## config.mk

```make
export PLATFORM = sky130hd
export DESIGN_NAME = quad_encoder_decoder
export DESIGN_NICKNAME = d
export VERILOG_FILES = /design/src/rtl/quad_encoder_decoder.sv
export SDC_FILE = /design/constraint.sdc
export NUM_CORES = 1
export LEC_CHECK = 0
export CORE_ASPECT_RATIO = 1.2
export CORE_MARGIN = 5
export CORE_UTILIZATION = 30
export CTS_CLUSTER_SIZE = 14
export DETAILED_ROUTE_END_ITERATION = 10
export PLACE_DENSITY_LB_ADDON = 0.05
export SYNTH_ARGS = -nofsm -noshare
export SYNTH_HDL_FRONTEND = slang
export SYNTH_SLANG_ARGS = --single-unit
```

## constraint.sdc

```tcl
create_clock -name clk -period 12.8 [get_ports clk]
set_input_delay 3.84 -clock clk [delete_from_list [all_inputs] [get_ports clk]]
set_output_delay 3.84 -clock clk [all_outputs]
set_load 0.01 [all_outputs]
```

## src/rtl/quad_encoder_decoder.sv

```systemverilog
// -----------------------------------------------------------------------------
// quad_encoder_decoder
//
// Quadrature decoder for filtered encoder A/B/Z levels. It maintains a signed,
// wrapping position count at x1/x2/x4 resolution. It also reports:
//   - last counted direction
//   - one-cycle step pulses
//   - index-edge position capture
//   - step-period measurement
//   - a sticky illegal-transition flag
//
// Ports:
//   clk, reset      system clock, synchronous active-high reset
//   enc_a/b/z       filtered encoder channels (already synchronous to clk)
//   cnt_en          enable counting (position, dir, period freeze when 0)
//   mode            00/11 = x4, 01 = x2, 10 = x1
//   dir_inv         invert count sign and reported direction
//   clr_pos         synchronous position clear (also restarts period_valid)
//   z_clr_en        clear position on index rising edge
//   err_clr         clear the sticky error flag
//   position        current count (CNT_W, two's complement)
//   dir             last counted direction, 1 = forward
//   step            one-cycle pulse per counted transition
//   index_pos       position captured at last index rising edge
//   index_valid     one-cycle pulse on index capture
//   period          clk cycles between the last two counted steps (saturating)
//   period_valid    set once a full step interval has been measured
//   err             sticky illegal-transition flag
//
// Handshake: step and index_valid are single-cycle qualifiers. The matching
// data (position/dir, index_pos) is valid in the same cycle the pulse is high.
// -----------------------------------------------------------------------------
module quad_encoder_decoder #(
    parameter int CNT_W = 32,
    parameter int PER_W = 20
) (
    input  logic             clk,
    input  logic             reset,
    input  logic             enc_a,
    input  logic             enc_b,
    input  logic             enc_z,
    input  logic             cnt_en,
    input  logic [1:0]       mode,
    input  logic             dir_inv,
    input  logic             clr_pos,
    input  logic             z_clr_en,
    input  logic             err_clr,
    output logic [CNT_W-1:0] position,
    output logic             dir,
    output logic             step,
    output logic [CNT_W-1:0] index_pos,
    output logic             index_valid,
    output logic [PER_W-1:0] period,
    output logic             period_valid,
    output logic             err
);

    localparam logic [PER_W-1:0] PER_MAX = {PER_W{1'b1}};

    // Input stage
    logic [1:0]       ab_cur_q, ab_prev_q;
    logic             z_cur_q, z_prev_q;
    logic             sampled_q, primed_q;

    // State
    logic [CNT_W-1:0] pos_q, pos_d;
    logic             dir_q, dir_d;
    logic             step_q, step_d;
    logic [CNT_W-1:0] idx_pos_q, idx_pos_d;
    logic             idx_vld_q, idx_vld_d;
    logic [PER_W-1:0] per_cnt_q, per_cnt_d;
    logic [PER_W-1:0] period_q, period_d;
    logic             per_vld_q, per_vld_d;
    logic             seen_step_q, seen_step_d;
    logic             err_q, err_d;

    // Position of an {A,B} code along the forward sequence 00->10->11->01.
    function automatic logic [1:0] gray_idx(input logic [1:0] ab);
        case (ab)
            2'b00:   gray_idx = 2'd0;
            2'b10:   gray_idx = 2'd1;
            2'b11:   gray_idx = 2'd2;
            default: gray_idx = 2'd3;
        endcase
    endfunction

    logic [1:0] delta;
    logic       moved, is_fwd, is_rev, illegal;
    logic       a_changed, qualified, count, count_up, index_edge;

    // The modulo-4 distance along the sequence classifies the transition.
    // A distance of 1 is forward, 3 is reverse, and 2 (both bits flipped)
    // is illegal.
    assign delta      = gray_idx(ab_cur_q) - gray_idx(ab_prev_q);
    assign moved      = primed_q && (ab_cur_q != ab_prev_q);
    assign is_fwd     = moved && (delta == 2'd1);
    assign is_rev     = moved && (delta == 2'd3);
    assign illegal    = moved && (delta == 2'd2);
    assign a_changed  = ab_cur_q[1] ^ ab_prev_q[1];
    assign index_edge = primed_q && z_cur_q && !z_prev_q;

    always_comb begin
        qualified = 1'b0;
        case (mode)
            2'b01:   qualified = (is_fwd || is_rev) && a_changed;
            2'b10:   qualified = (is_fwd && ab_prev_q == 2'b00 && ab_cur_q == 2'b10) ||
                                 (is_rev && ab_prev_q == 2'b10 && ab_cur_q == 2'b00);
            default: qualified = is_fwd || is_rev;
        endcase
    end

    assign count    = qualified && cnt_en;
    assign count_up = is_fwd ^ dir_inv;

    always_comb begin
        pos_d       = pos_q;
        dir_d       = dir_q;
        step_d      = 1'b0;
        idx_pos_d   = idx_pos_q;
        idx_vld_d   = 1'b0;
        per_cnt_d   = per_cnt_q;
        period_d    = period_q;
        per_vld_d   = per_vld_q;
        seen_step_d = seen_step_q;
        err_d       = err_q;

        // Period counter: restarts on a step, otherwise counts while enabled.
        // A saturated counter with no step reports the stall value.
        if (count) begin
            per_cnt_d = '0;
            period_d  = (per_cnt_q == PER_MAX) ? PER_MAX : per_cnt_q + PER_W'(1);
        end else if (cnt_en) begin
            if (per_cnt_q != PER_MAX) begin
                per_cnt_d = per_cnt_q + PER_W'(1);
            end else begin
                period_d = PER_MAX;
            end
        end

        // Lowest position priority: the count itself.
        if (count) begin
            step_d      = 1'b1;
            dir_d       = count_up;
            pos_d       = count_up ? pos_q + CNT_W'(1) : pos_q - CNT_W'(1);
            per_vld_d   = per_vld_q || seen_step_q;
            seen_step_d = 1'b1;
        end

        // Index capture sees the position from before this cycle's update.
        if (index_edge) begin
            idx_pos_d = pos_q;
            idx_vld_d = 1'b1;
            if (z_clr_en) begin
                pos_d = '0;
            end
        end

        // Highest position priority below reset.
        if (clr_pos) begin
            pos_d       = '0;
            per_vld_d   = 1'b0;
            seen_step_d = 1'b0;
        end

        // Set wins over clear.
        if (illegal) begin
            err_d = 1'b1;
        end else if (err_clr) begin
            err_d = 1'b0;
        end
    end

    always_ff @(posedge clk) begin
        if (reset) begin
            ab_cur_q    <= 2'b00;
            ab_prev_q   <= 2'b00;
            z_cur_q     <= 1'b0;
            z_prev_q    <= 1'b0;
            sampled_q   <= 1'b0;
            primed_q    <= 1'b0;
            pos_q       <= '0;
            dir_q       <= 1'b0;
            step_q      <= 1'b0;
            idx_pos_q   <= '0;
            idx_vld_q   <= 1'b0;
            per_cnt_q   <= '0;
            period_q    <= '0;
            per_vld_q   <= 1'b0;
            seen_step_q <= 1'b0;
            err_q       <= 1'b0;
        end else begin
            ab_cur_q    <= {enc_a, enc_b};
            ab_prev_q   <= ab_cur_q;
            z_cur_q     <= enc_z;
            z_prev_q    <= z_cur_q;
            // Evaluation starts once both the current and previous samples
            // hold real input data rather than reset values.
            sampled_q   <= 1'b1;
            primed_q    <= sampled_q;
            pos_q       <= pos_d;
            dir_q       <= dir_d;
            step_q      <= step_d;
            idx_pos_q   <= idx_pos_d;
            idx_vld_q   <= idx_vld_d;
            per_cnt_q   <= per_cnt_d;
            period_q    <= period_d;
            per_vld_q   <= per_vld_d;
            seen_step_q <= seen_step_d;
            err_q       <= err_d;
        end
    end

    assign position     = pos_q;
    assign dir          = dir_q;
    assign step         = step_q;
    assign index_pos    = idx_pos_q;
    assign index_valid  = idx_vld_q;
    assign period       = period_q;
    assign period_valid = per_vld_q;
    assign err          = err_q;

endmodule

```

==> results.toml <==
# generated from flow reports
[outcome]
run_status = "completed"

[synthesis]
post_synth_mux_area_share_pct = 1.311
synth-adder-area-share_pct = 2.824
synth-cells-yosys = 809
ys_async_sr_fraction_pct = 0
ys.warnings.count = 0
ys_area_um2 = 6203
netlist_instances = 809
synth_sequential_area_ratio_pct = 38.08
postSynth.topFlopCell = "sky130_fd_sc_hd__dfxtp_1"
post_synth_main_logic_family = "simple AND/OR/NAND/NOR gates"

[routing]
route.top_layer_used = "met4"
routed-wl-met2_mm = 10.39
met1_length_mm = 8.328

[pwr]
pg_comb_uw = 66.6
p_clk_share_pct = 53.2
power.net_switching_uw = 227.7
finalPower_uw = 943.6
total_leakage_power_nw = 2.901
worst_ir_drop_vdd_v = 0.00008063
p_sw_share_pct = 24.14
power.sequential.fraction_pct = 39.8
comb_power_share_pct = 7.1
power.density_cell_area_nw_per_um2 = 118.7

[floorplanning]
die_x_extent_um = 141.3
die_area_um2 = 23670
fp_util_pct = 30.52
placementRows = 57
design.core.area_um2 = 20330

[clock_tree]
cts_made_buffers = 17
clock_sinks = 118
clk_pin_slew_ps = 60
cts_root_buffer = "sky130_fd_sc_hd__clkbuf_16"

[sta]
fmaxAchievable_mhz = 128.0
timing.final.setup_violations = 0
finalMaxSlewViolations = 0

[global_routing]
pin_count_of_the_biggest_net_entering_global_routing = 69
grt_remaining_overflow = 0
grt_pass1_vias = 5946

[layout]
design.final.nets = 895
drive_gt1_share_pct = 6.349

[worst_setup_path]
critical_path_required_ps = 13090
timing.critical_path.fanout_max = 31
criticalPathCategory = "in2reg"

[placed_design]
hpwl_mm = 13.65
buffer_ports.inserted = 100
cell_area_after_placement_um2 = 7323

[hold_path]
worstHoldPathType = "reg2reg"
-- cell type report --
class / instances / area, um^2
repair buffers: 106 / 1041
inverters: 13 / 48.80
flip-flops and latches: 118 / 2362
well taps: 265 / 331.6
clock inverters: 13 / 171.4
fillers: 2165 / 12380
multi-input cells: 613 / 3540
clock buffers: 19 / 452.9
-- synthesized netlist by cell type, types with 2 or more instances --
cell | number | share of area, %
sky130_fd_sc_hd__a211o_1 | 3 | 0.42
sky130_fd_sc_hd__a211oi_1 | 6 | 0.73
sky130_fd_sc_hd__a21oi_1 | 74 | 6.0
sky130_fd_sc_hd__a31oi_1 | 8 | 0.81
sky130_fd_sc_hd__and3_1 | 20 | 2.0
sky130_fd_sc_hd__and4_1 | 2 | 0.28
sky130_fd_sc_hd__buf_1 | 2 | 0.12
sky130_fd_sc_hd__buf_2 | 6 | 0.48
sky130_fd_sc_hd__clkbuf_1 | 56 | 3.4
sky130_fd_sc_hd__dfxtp_1 | 118 | 38
sky130_fd_sc_hd__ha_1 | 14 | 2.8
sky130_fd_sc_hd__inv_1 | 12 | 0.73
sky130_fd_sc_hd__mux2i_1 | 7 | 1.1
sky130_fd_sc_hd__nand2_1 | 117 | 7.1
sky130_fd_sc_hd__nand2b_1 | 2 | 0.20
sky130_fd_sc_hd__nand3_1 | 30 | 2.4
sky130_fd_sc_hd__nand3b_1 | 4 | 0.48
sky130_fd_sc_hd__nand4_1 | 14 | 1.4
sky130_fd_sc_hd__nor2_1 | 94 | 5.7
sky130_fd_sc_hd__nor2b_1 | 6 | 0.61
sky130_fd_sc_hd__nor3_1 | 27 | 2.2
sky130_fd_sc_hd__nor4_1 | 15 | 1.5
sky130_fd_sc_hd__o21ai_0 | 23 | 1.9
sky130_fd_sc_hd__o221a_2 | 2 | 0.36
sky130_fd_sc_hd__o22ai_1 | 19 | 1.9
sky130_fd_sc_hd__o31ai_1 | 3 | 0.36
sky130_fd_sc_hd__or2_2 | 2 | 0.20
sky130_fd_sc_hd__or3_1 | 28 | 2.8
sky130_fd_sc_hd__or4_1 | 8 | 0.97
sky130_fd_sc_hd__xnor2_1 | 22 | 3.1
sky130_fd_sc_hd__xor2_1 | 35 | 4.9
-- worst paths after layout --
check,end,startpoint,depth (start not counted),slack (ps)
hold reg to reg,index_pos[28],index_pos[28],2,450
setup / recovery,position[22],dir_inv,14,4990
setup reg to reg,position[22],ab_cur_q[0],18,7430
hold / removal,index_pos[28],index_pos[28],2,450
-- worst max-delay path, stage by stage --
cell and delay [ps]:
sky130_fd_sc_hd__clkdlybuf4s50_1 560, sky130_fd_sc_hd__or3_1 640, sky130_fd_sc_hd__nand2_4 350, sky130_fd_sc_hd__xnor2_1 220, sky130_fd_sc_hd__ha_1 230, sky130_fd_sc_hd__or3_1 360, sky130_fd_sc_hd__or3_1 370, sky130_fd_sc_hd__or4_1 420
sky130_fd_sc_hd__a31oi_1 280, sky130_fd_sc_hd__nor2_1 70, sky130_fd_sc_hd__a2111oi_0 450, sky130_fd_sc_hd__a21oi_1 100, sky130_fd_sc_hd__xor2_1 150, sky130_fd_sc_hd__nor2_1 50
Signal wires on met2:
Drawn at 2 px/um.
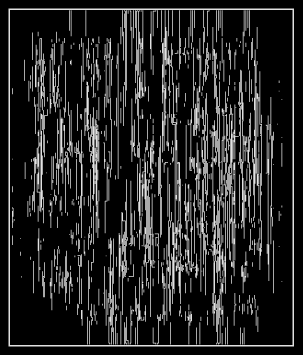
longest straight run	67.7 um
share of all routed wire	52%
wire length on this layer	10400 um
nets with wire on the layer	744
main direction	vertical
count of vias placed by the detailed router: 5940
Final Routed Wirelength: 19.87 mm
met2 track utilization from global routing: 30.54%

Cells by drive strength:
Drawn at 3 px/um.
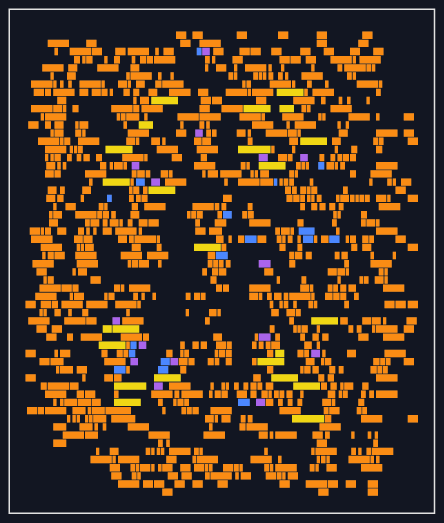
size	colour	cells	share
x1 and smaller	orange	826	94%
x2	blue	17	1.9%
x6 and larger	yellow	24	2.7%
x3 and x4	purple	15	1.7%
number of buffers other than clock buffers in the final layout: 106
fin worst setup slack: 4986 ps
final instance area: 7948 um^2
Area growth syn-to-layout: 28.12%

Sequential cells coloured by netlist name:
Drawn at 2 px/um. Other sequential cells in the stronger grey, the rest of the logic in the fainter grey.
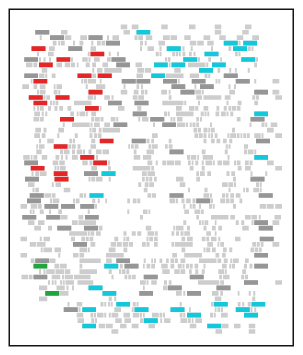
signal	colour	flops
`per_cnt_q`	red	20
`index_pos`	cyan	32
`ab_prev_q`	green	2
register area: 2362 um^2
core utilization of the finished layout: 39.10%

Zoomed window:
Region (58, 71) to (83, 96) um. Cells in grey, sequential cells in the stronger grey; small squares are vias.
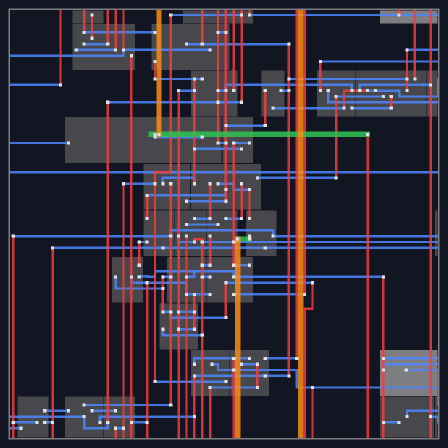
layer	colour
M4	orange
M1	blue
M2	red
M3	green
sequential cells in the window	0
most frequent	nand3_1 (3), a21oi_1 (3)
cells with their middle in the window	24

Routing congestion:
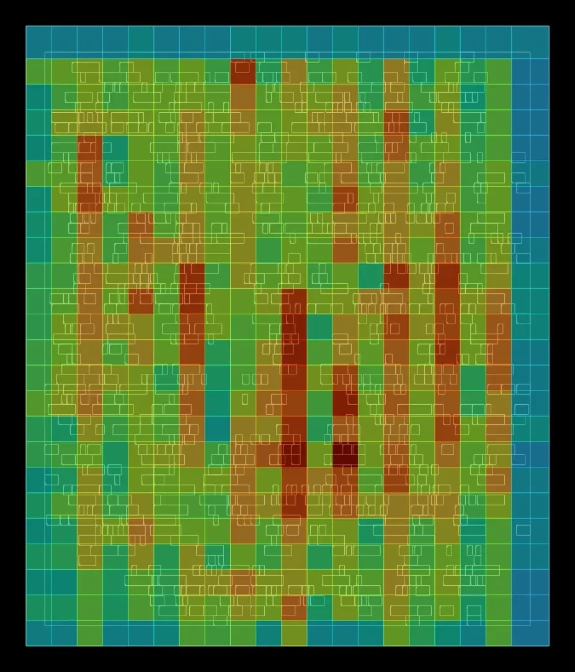
GR met1 Demand/Resource: 19.56%
GRT met3 Usage: 4.507%
busiest layer in global routing: met2
routed length per instance: 17.32 um
global routing usage summed across all routing layers: 17.03%

